Fig. 1: run 1, cell placement
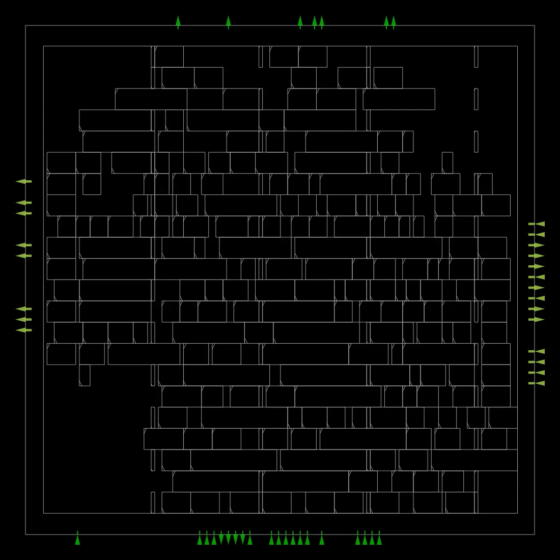
Fig. 2: run 1, logic cells by family
Drawn at 8 px/um.
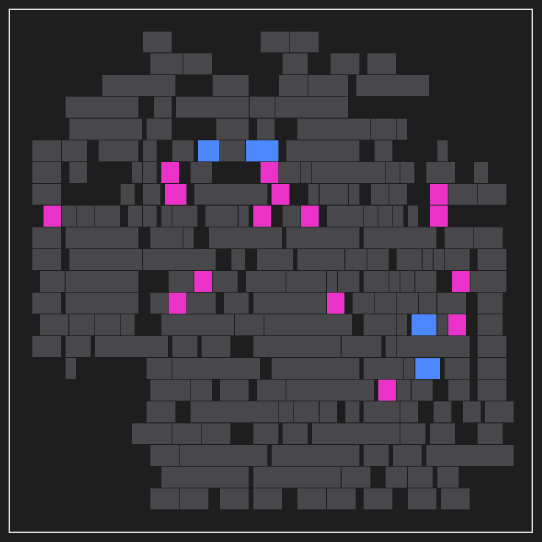
Fig. 3: run 1, sizing map
Drawn at 8 px/um.
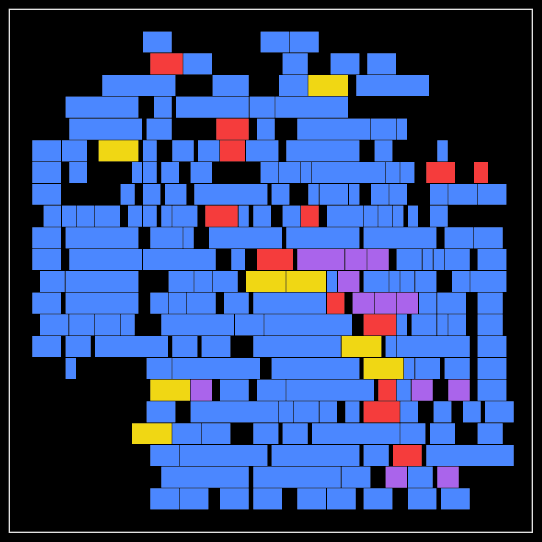
==> src/rtl/wisc_pkg.sv <==
// Types and constants shared by the pipeline control slice.
package wisc_pkg;

    localparam int REG_ID_W = 4;
    localparam logic [REG_ID_W-1:0] ZERO_REG = '0;

    typedef enum logic [1:0] {
        RUN        = 2'd0,
        MEM_WAIT   = 2'd1,
        HALT_DRAIN = 2'd2,
        HALTED     = 2'd3
    } ctrl_state_t;

endpackage

==> src/rtl/hazard_detect.sv <==
// Combinational detection of load-use and register-branch hazards
// against the instructions currently shadowed in EX and MEM.
module hazard_detect
    import wisc_pkg::*;
(
    input  logic                i_id_valid,
    input  logic [REG_ID_W-1:0] i_src_a,
    input  logic [REG_ID_W-1:0] i_src_b,
    input  logic                i_src_a_used,
    input  logic                i_src_b_used,
    input  logic                i_is_br_reg,
    input  logic                i_ex_vld,
    input  logic [REG_ID_W-1:0] i_ex_dst,
    input  logic                i_ex_wr,
    input  logic                i_ex_load,
    input  logic                i_mem_vld,
    input  logic [REG_ID_W-1:0] i_mem_dst,
    input  logic                i_mem_wr,
    input  logic                i_mem_load,
    output logic                o_load_use,
    output logic                o_br_hz
);
    logic w_a_hit_ex;
    logic w_b_hit_ex;
    logic w_br_ex;
    logic w_br_mem;

    // R0 is hardwired, so a match on it never creates a dependency.
    assign w_a_hit_ex = i_src_a_used & (i_src_a != ZERO_REG) & (i_src_a == i_ex_dst);
    assign w_b_hit_ex = i_src_b_used & (i_src_b != ZERO_REG) & (i_src_b == i_ex_dst);

    assign o_load_use = i_id_valid & i_ex_vld & i_ex_load & (w_a_hit_ex | w_b_hit_ex);

    assign w_br_ex  = i_ex_vld & i_ex_wr & (i_src_a == i_ex_dst);
    assign w_br_mem = i_mem_vld & i_mem_load & i_mem_wr & (i_src_a == i_mem_dst);
    assign o_br_hz  = i_is_br_reg & (i_src_a != ZERO_REG) & (w_br_ex | w_br_mem);

endmodule

==> src/rtl/pipeline_ctrl_unit.sv <==
// Pipeline control: stall/bubble/flush/freeze generation, memory-wait and
// halt-drain sequencing, and a saturating count of non-advancing cycles.
module pipeline_ctrl_unit
    import wisc_pkg::*;
#(
    parameter int STALL_CNT_W  = 16,
    parameter int DRAIN_CYCLES = 3
)
(
    input  logic                   clk,
    input  logic                   rst_n,
    input  logic                   id_valid,
    input  logic [REG_ID_W-1:0]    id_srcA,
    input  logic [REG_ID_W-1:0]    id_srcB,
    input  logic                   id_srcA_used,
    input  logic                   id_srcB_used,
    input  logic [REG_ID_W-1:0]    id_dst,
    input  logic                   id_wr_en,
    input  logic                   id_is_load,
    input  logic                   id_is_br_reg,
    input  logic                   id_br_taken,
    input  logic                   id_hlt,
    input  logic                   mem_req,
    input  logic                   mem_ready,
    output logic                   pc_en,
    output logic                   if_id_en,
    output logic                   if_id_flush,
    output logic                   id_ex_en,
    output logic                   id_ex_bubble,
    output logic                   ex_mem_en,
    output logic                   mem_wb_en,
    output logic                   mem_wb_bubble,
    output logic                   halted,
    output logic [STALL_CNT_W-1:0] stall_cnt
);
    localparam int DRAIN_W = (DRAIN_CYCLES > 1) ? $clog2(DRAIN_CYCLES) : 1;
    localparam logic [DRAIN_W-1:0] DRAIN_LAST = DRAIN_W'(DRAIN_CYCLES - 1);

    ctrl_state_t r_state;
    ctrl_state_t w_next;

    logic                   r_ex_vld, r_ex_wr, r_ex_load;
    logic                   r_mem_vld, r_mem_wr, r_mem_load;
    logic [REG_ID_W-1:0]    r_ex_dst, r_mem_dst;
    logic [DRAIN_W-1:0]     r_drain;
    logic [STALL_CNT_W-1:0] r_stall_cnt;

    logic w_load_use, w_br_hz, w_active, w_freeze, w_stall_id;
    logic w_hlt_go, w_flush_req, w_drain_done;

    hazard_detect u_hazard_detect (
        .i_id_valid   (id_valid),
        .i_src_a      (id_srcA),
        .i_src_b      (id_srcB),
        .i_src_a_used (id_srcA_used),
        .i_src_b_used (id_srcB_used),
        .i_is_br_reg  (id_is_br_reg),
        .i_ex_vld     (r_ex_vld),
        .i_ex_dst     (r_ex_dst),
        .i_ex_wr      (r_ex_wr),
        .i_ex_load    (r_ex_load),
        .i_mem_vld    (r_mem_vld),
        .i_mem_dst    (r_mem_dst),
        .i_mem_wr     (r_mem_wr),
        .i_mem_load   (r_mem_load),
        .o_load_use   (w_load_use),
        .o_br_hz      (w_br_hz)
    );

    // The cycle that releases MEM_WAIT behaves like an ordinary RUN cycle.
    assign w_active = (r_state == RUN) | (r_state == MEM_WAIT);

    // A memory wait during the drain also freezes, so the drain only counts real progress.
    assign w_freeze = (((r_state == RUN) | (r_state == HALT_DRAIN)) & mem_req & ~mem_ready)
                    | ((r_state == MEM_WAIT) & ~mem_ready);

    assign w_stall_id   = w_active & (w_load_use | w_br_hz);
    assign w_flush_req  = w_active & id_br_taken & id_valid & ~w_stall_id & ~w_freeze;
    assign w_hlt_go     = w_active & id_hlt & id_valid & ~id_br_taken & ~w_stall_id & ~w_freeze;
    assign w_drain_done = (r_drain == DRAIN_LAST);
    assign stall_cnt    = r_stall_cnt;

    always_comb begin
        w_next        = r_state;
        pc_en         = 1'b1;
        if_id_en      = 1'b1;
        if_id_flush   = 1'b0;
        id_ex_en      = 1'b1;
        id_ex_bubble  = 1'b0;
        ex_mem_en     = 1'b1;
        mem_wb_en     = 1'b1;
        mem_wb_bubble = 1'b0;
        halted        = 1'b0;

        case (r_state)
            RUN:        if (w_freeze) w_next = MEM_WAIT;
                        else if (w_hlt_go) w_next = HALT_DRAIN;
            MEM_WAIT:   if (mem_ready) w_next = w_hlt_go ? HALT_DRAIN : RUN;
            HALT_DRAIN: if (!w_freeze && w_drain_done) w_next = HALTED;
            HALTED:     w_next = HALTED;
            default:    w_next = RUN;
        endcase

        if (r_state == HALTED) begin
            {pc_en, if_id_en, id_ex_en, ex_mem_en, mem_wb_en} = '0;
            halted = 1'b1;
        end else if (w_freeze) begin
            {pc_en, if_id_en, id_ex_en, ex_mem_en, mem_wb_en} = '0;
            mem_wb_bubble = 1'b1;
        end else if ((r_state == HALT_DRAIN) || w_stall_id) begin
            pc_en        = 1'b0;
            if_id_en     = 1'b0;
            id_ex_bubble = 1'b1;
        end else if (w_flush_req) begin
            if_id_flush = 1'b1;
        end

        // Reset overrides everything so the datapath sees a plain "advance" pattern.
        if (!rst_n) begin
            {pc_en, if_id_en, id_ex_en, ex_mem_en, mem_wb_en} = '1;
            {if_id_flush, id_ex_bubble, mem_wb_bubble, halted} = '0;
        end
    end

    always_ff @(posedge clk or negedge rst_n) begin
        if (!rst_n) begin
            r_state     <= RUN;
            r_drain     <= '0;
            r_stall_cnt <= '0;
            r_ex_vld    <= 1'b0;
            r_mem_vld   <= 1'b0;
        end else begin
            r_state <= w_next;
            if (w_hlt_go)
                r_drain <= '0;
            else if ((r_state == HALT_DRAIN) && !w_freeze && !w_drain_done)
                r_drain <= r_drain + DRAIN_W'(1);
            if ((w_freeze || w_stall_id) && (r_stall_cnt != '1))
                r_stall_cnt <= r_stall_cnt + STALL_CNT_W'(1);
            if (id_ex_en)
                r_ex_vld <= id_valid & ~id_ex_bubble;
            if (ex_mem_en)
                r_mem_vld <= r_ex_vld;
        end
    end

    // Shadow payload is only meaningful when the matching valid is set.
    always_ff @(posedge clk) begin
        if (id_ex_en) begin
            r_ex_dst  <= id_dst;
            r_ex_wr   <= id_wr_en;
            r_ex_load <= id_is_load;
        end
        if (ex_mem_en) begin
            r_mem_dst  <= r_ex_dst;
            r_mem_wr   <= r_ex_wr;
            r_mem_load <= r_ex_load;
        end
    end

endmodule

==> config.mk <==
export PLATFORM = sky130hd
export DESIGN_NAME = pipeline_ctrl_unit
export DESIGN_NICKNAME = d
export VERILOG_FILES = /design/src/rtl/wisc_pkg.sv /design/src/rtl/hazard_detect.sv /design/src/rtl/pipeline_ctrl_unit.sv
export SDC_FILE = /design/constraint.sdc
export NUM_CORES = 1
export LEC_CHECK = 0
export CORE_MARGIN = 2
export CORE_UTILIZATION = 47
export CTS_CLUSTER_SIZE = 10
export DETAILED_ROUTE_END_ITERATION = 8
export HOLD_SLACK_MARGIN = 0.08
export PLACE_DENSITY = 0.89
export SLEW_MARGIN = 10
export SYNTH_ARGS = -nofsm -noshare
export SYNTH_HDL_FRONTEND = slang
export SYNTH_SLANG_ARGS = --single-unit
==> constraint.sdc <==
create_clock -name clk -period 3 [get_ports clk]
set_clock_uncertainty 0.15 [all_clocks]
set_input_delay 0.3 -clock clk [delete_from_list [all_inputs] [get_ports clk]]
set_output_delay 0.3 -clock clk [all_outputs]
set_load 0.02 [all_outputs]
==> flow_summary.json, run 1 <==
{
  "preCtsSetupSlack_ns": -0.146,
  "slowest_delay_ns": 0.54,
  "ios": 49,
  "ys.flop_type": "dfrtp_1",
  "logic_family": "simple AND/OR/NAND/NOR gates",
  "timing.reg2reg.setup_slack_ns": 0.67,
  "port_buffers": 48,
  "r2r_end": "stall_cnt[10]",
  "syn_area_per_cell_sq_um": 11.2,
  "switching_share_pct": 34.2,
  "fp.dieH_um": 65.2,
  "place.detailed.hpwl_um": 3020,
  "period_used_pct": 92.0,
  "sequentialPowerShare_pct": 43.0,
  "place_inst": 257,
  "ctsHoldBuffers": 0,
  "met3_usage_pct": 6.51,
  "highest-signal-layer": "met4",
  "final-setup-viol-count": 0,
  "synth.cellmix.xorXnorShare_pct": 10.4,
  "pwr.group.combinational_uw": 620,
  "cp_top_family": "simple AND/OR/NAND/NOR gates",
  "tns_ns": 0,
  "timing.final.crit_period_ns": 2.76,
  "grt_util_met1_pct": 26.9,
  "clkCellAreaFrac_pct": 4.48,
  "cts_made_buffers": 5,
  "gr-usage-all-layers_pct": 21.3,
  "area_dominant_class": "registers",
  "worstSetupStartpoint": "id_srcA[0]",
  "vias_per_cell": 5.35,
  "synthAdderAreaFrac_pct": 1.42,
  "logic_gates": 111,
  "worstSetupEndpoint": "id_ex_bubble",
  "drt-wirelength-per-cell_um": 15.4,
  "run_status": "finished, final reports clean",
  "yosys_warnings": 0,
  "post-synth-top-count-cell": "dfrtp_1",
  "tritoncts": "yes",
  "postSynth.asyncResetShare_pct": 64.7,
  "insertion_delay_ns": 0.28,
  "final_common_cell": "clkdlybuf4s50_1",
  "crit_path_cell_trace": "clkdlybuf4s50_1 > nor3_2 > or3_1 > a211o_1 > nand2_1 > nor2_1 > nor4b_1 > clkbuf_2",
  "chipWidth_um": 65.2,
  "cts_root_buffer": "clkbuf_8"
}
About Fig. 1:
placeable core region: 0.00363 sq mm
number of standard-cell rows in the floorplan: 22
share of the core filled with cells in the final layout: 67.6%
Filler Cells Inserted: 277
share of cell area taken by flip-flops and latches: 37.1%

About Fig. 2:
Magenta is AND and OR gates, cells 15, most used and3_1. Blue is AND-OR and OR-AND gates, cells 4.
non-filler cells in the finished layout: 265
fraction of standard cell area in multi-input logic: 32.5%

About Fig. 3:
Red is drive 2, cells 13, share 6.0%, most used mux2_2. Yellow is drive 6 and up, cells 8, share 3.7%, most used clkbuf_8. Purple is drive 3 to 4, cells 12, share 5.5%, most used buf_4. Blue is drive 1 or less, cells 184, share 85%, most used clkdlybuf4s50_1.
number of buffers other than clock buffers in the final layout: 59
min setup slack post-route: 0.240 ns
final cell area excluding filler cells: 0.00246 sq mm
area overhead of the layout relative to synthesis: 39.5%

Fig. 4: run 1, pin placement
Drawn at 8 px/um. Pins as bars across the die edge, other pins in gray.
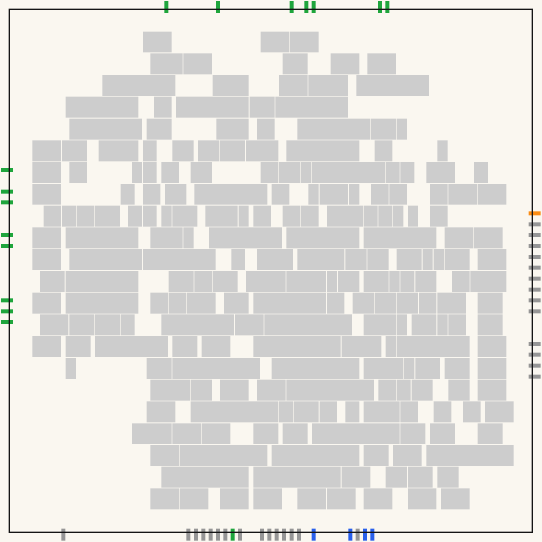

==> run 2, diff against run 1 <==
--- a/config.mk
+++ b/config.mk
@@ -9,8 +9,10 @@
 export CORE_UTILIZATION = 47
 export CTS_CLUSTER_SIZE = 10
 export DETAILED_ROUTE_END_ITERATION = 8
+export GPL_TIMING_DRIVEN = 1
 export HOLD_SLACK_MARGIN = 0.08
-export PLACE_DENSITY = 0.89
+export PLACE_DENSITY = 0.86
+export REMOVE_ABC_BUFFERS = 1
 export SLEW_MARGIN = 10
 export SYNTH_ARGS = -nofsm -noshare
 export SYNTH_HDL_FRONTEND = slang
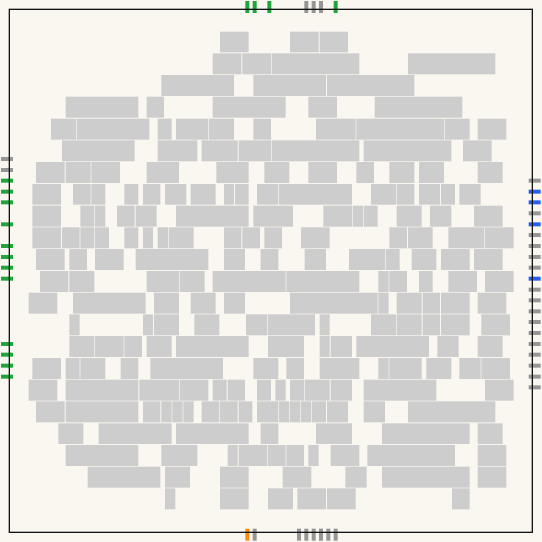
Fig. 5. Pin placement (run 2).
Drawn at 8 px/um. Pins as bars across the die edge, other pins in gray.
Orange is mem_ready, pins 1, direction input, edge bottom. Blue is id_srcA, pins 4, direction input, edge right. Green is stall_cnt, pins 16, direction output, edge 12 left, 4 top.
All pins by edge: 20 right, 14 left, 8 bottom, 7 top.
quantity of I/O buffers inserted on ports: 48
die width: 65.2 um
vertical die size: 65.2 um

==> flow_summary.json, run 2 <==
{
  "run_status": "finished, final reports clean",
  "tritoncts": "yes",
  "final_common_cell": "clkdlybuf4s50_1",
  "synthAdderAreaFrac_pct": 1.42,
  "crit_path_cell_trace": "clkdlybuf4s50_1 > nor3_1 > or3_1 > a211o_1 > nand2_1 > nor2_1 > nor4b_1 > dlygate4sd2_1",
  "post-synth-top-count-cell": "dfrtp_1",
  "cts_root_buffer": "clkbuf_8",
  "logic_gates": 111,
  "worstSetupStartpoint": "id_srcA[0]",
  "slowest_delay_ns": 0.52,
  "place.detailed.hpwl_um": 2950,
  "area.share.sequential_pct": 37.3,
  "core.rowCount": 22,
  "preCtsSetupSlack_ns": -0.133,
  "gr-usage-all-layers_pct": 20.1,
  "comb-cell-share_pct": 32.8,
  "tns_ns": 0,
  "timing.reg2reg.setup_slack_ns": 0.69,
  "ctsHoldBuffers": 0,
  "switching_share_pct": 35.0,
  "clkCellAreaFrac_pct": 3.33,
  "timing.final.crit_period_ns": 2.81,
  "finalInstanceArea_sq_mm": 0.00244,
  "syn_area_per_cell_sq_um": 11.2,
  "final-setup-viol-count": 0,
  "sequentialPowerShare_pct": 44.6,
  "yosys_warnings": 0,
  "area_dominant_class": "registers",
  "period_used_pct": 93.6,
  "drt-wirelength-per-cell_um": 14.6,
  "antenna_left": 0,
  "pwr.group.combinational_uw": 624,
  "ys.flop_type": "dfrtp_1",
  "worstSetupEndpoint": "id_ex_bubble",
  "area_growth_syn_to_layout_pct": 38.6,
  "postSynth.asyncResetShare_pct": 64.7,
  "insertion_delay_ns": 0.28,
  "ios": 49,
  "met3_usage_pct": 7.02,
  "logic_family": "simple AND/OR/NAND/NOR gates",
  "place_inst": 258,
  "synth.cellmix.xorXnorShare_pct": 10.4,
  "buffers": 60,
  "vias_per_cell": 5.36,
  "highest-signal-layer": "met4",
  "cp_top_family": "buffers and inverters",
  "core_sq_mm": 0.00363,
  "post-route-worst-setup-slack_ns": 0.192,
  "r2r_end": "stall_cnt[10]"
}
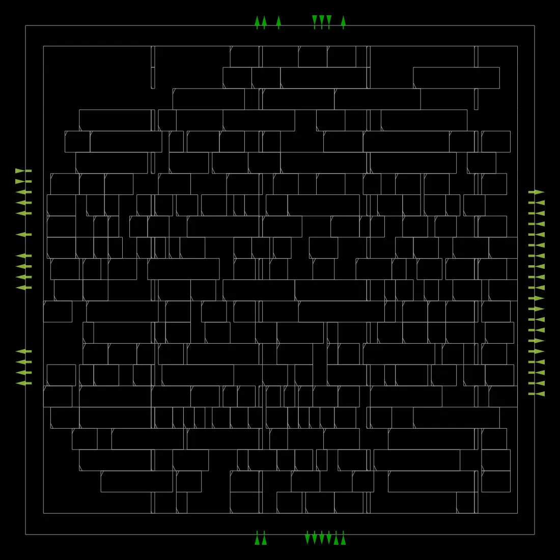
Fig. 6. Cell placement (run 2).
share of the core filled with cells in the final layout: 67.1%
Filler Cells Inserted: 293
# Taps: 48
non-filler cells in the finished layout: 266
flip-flop and latch count: 34

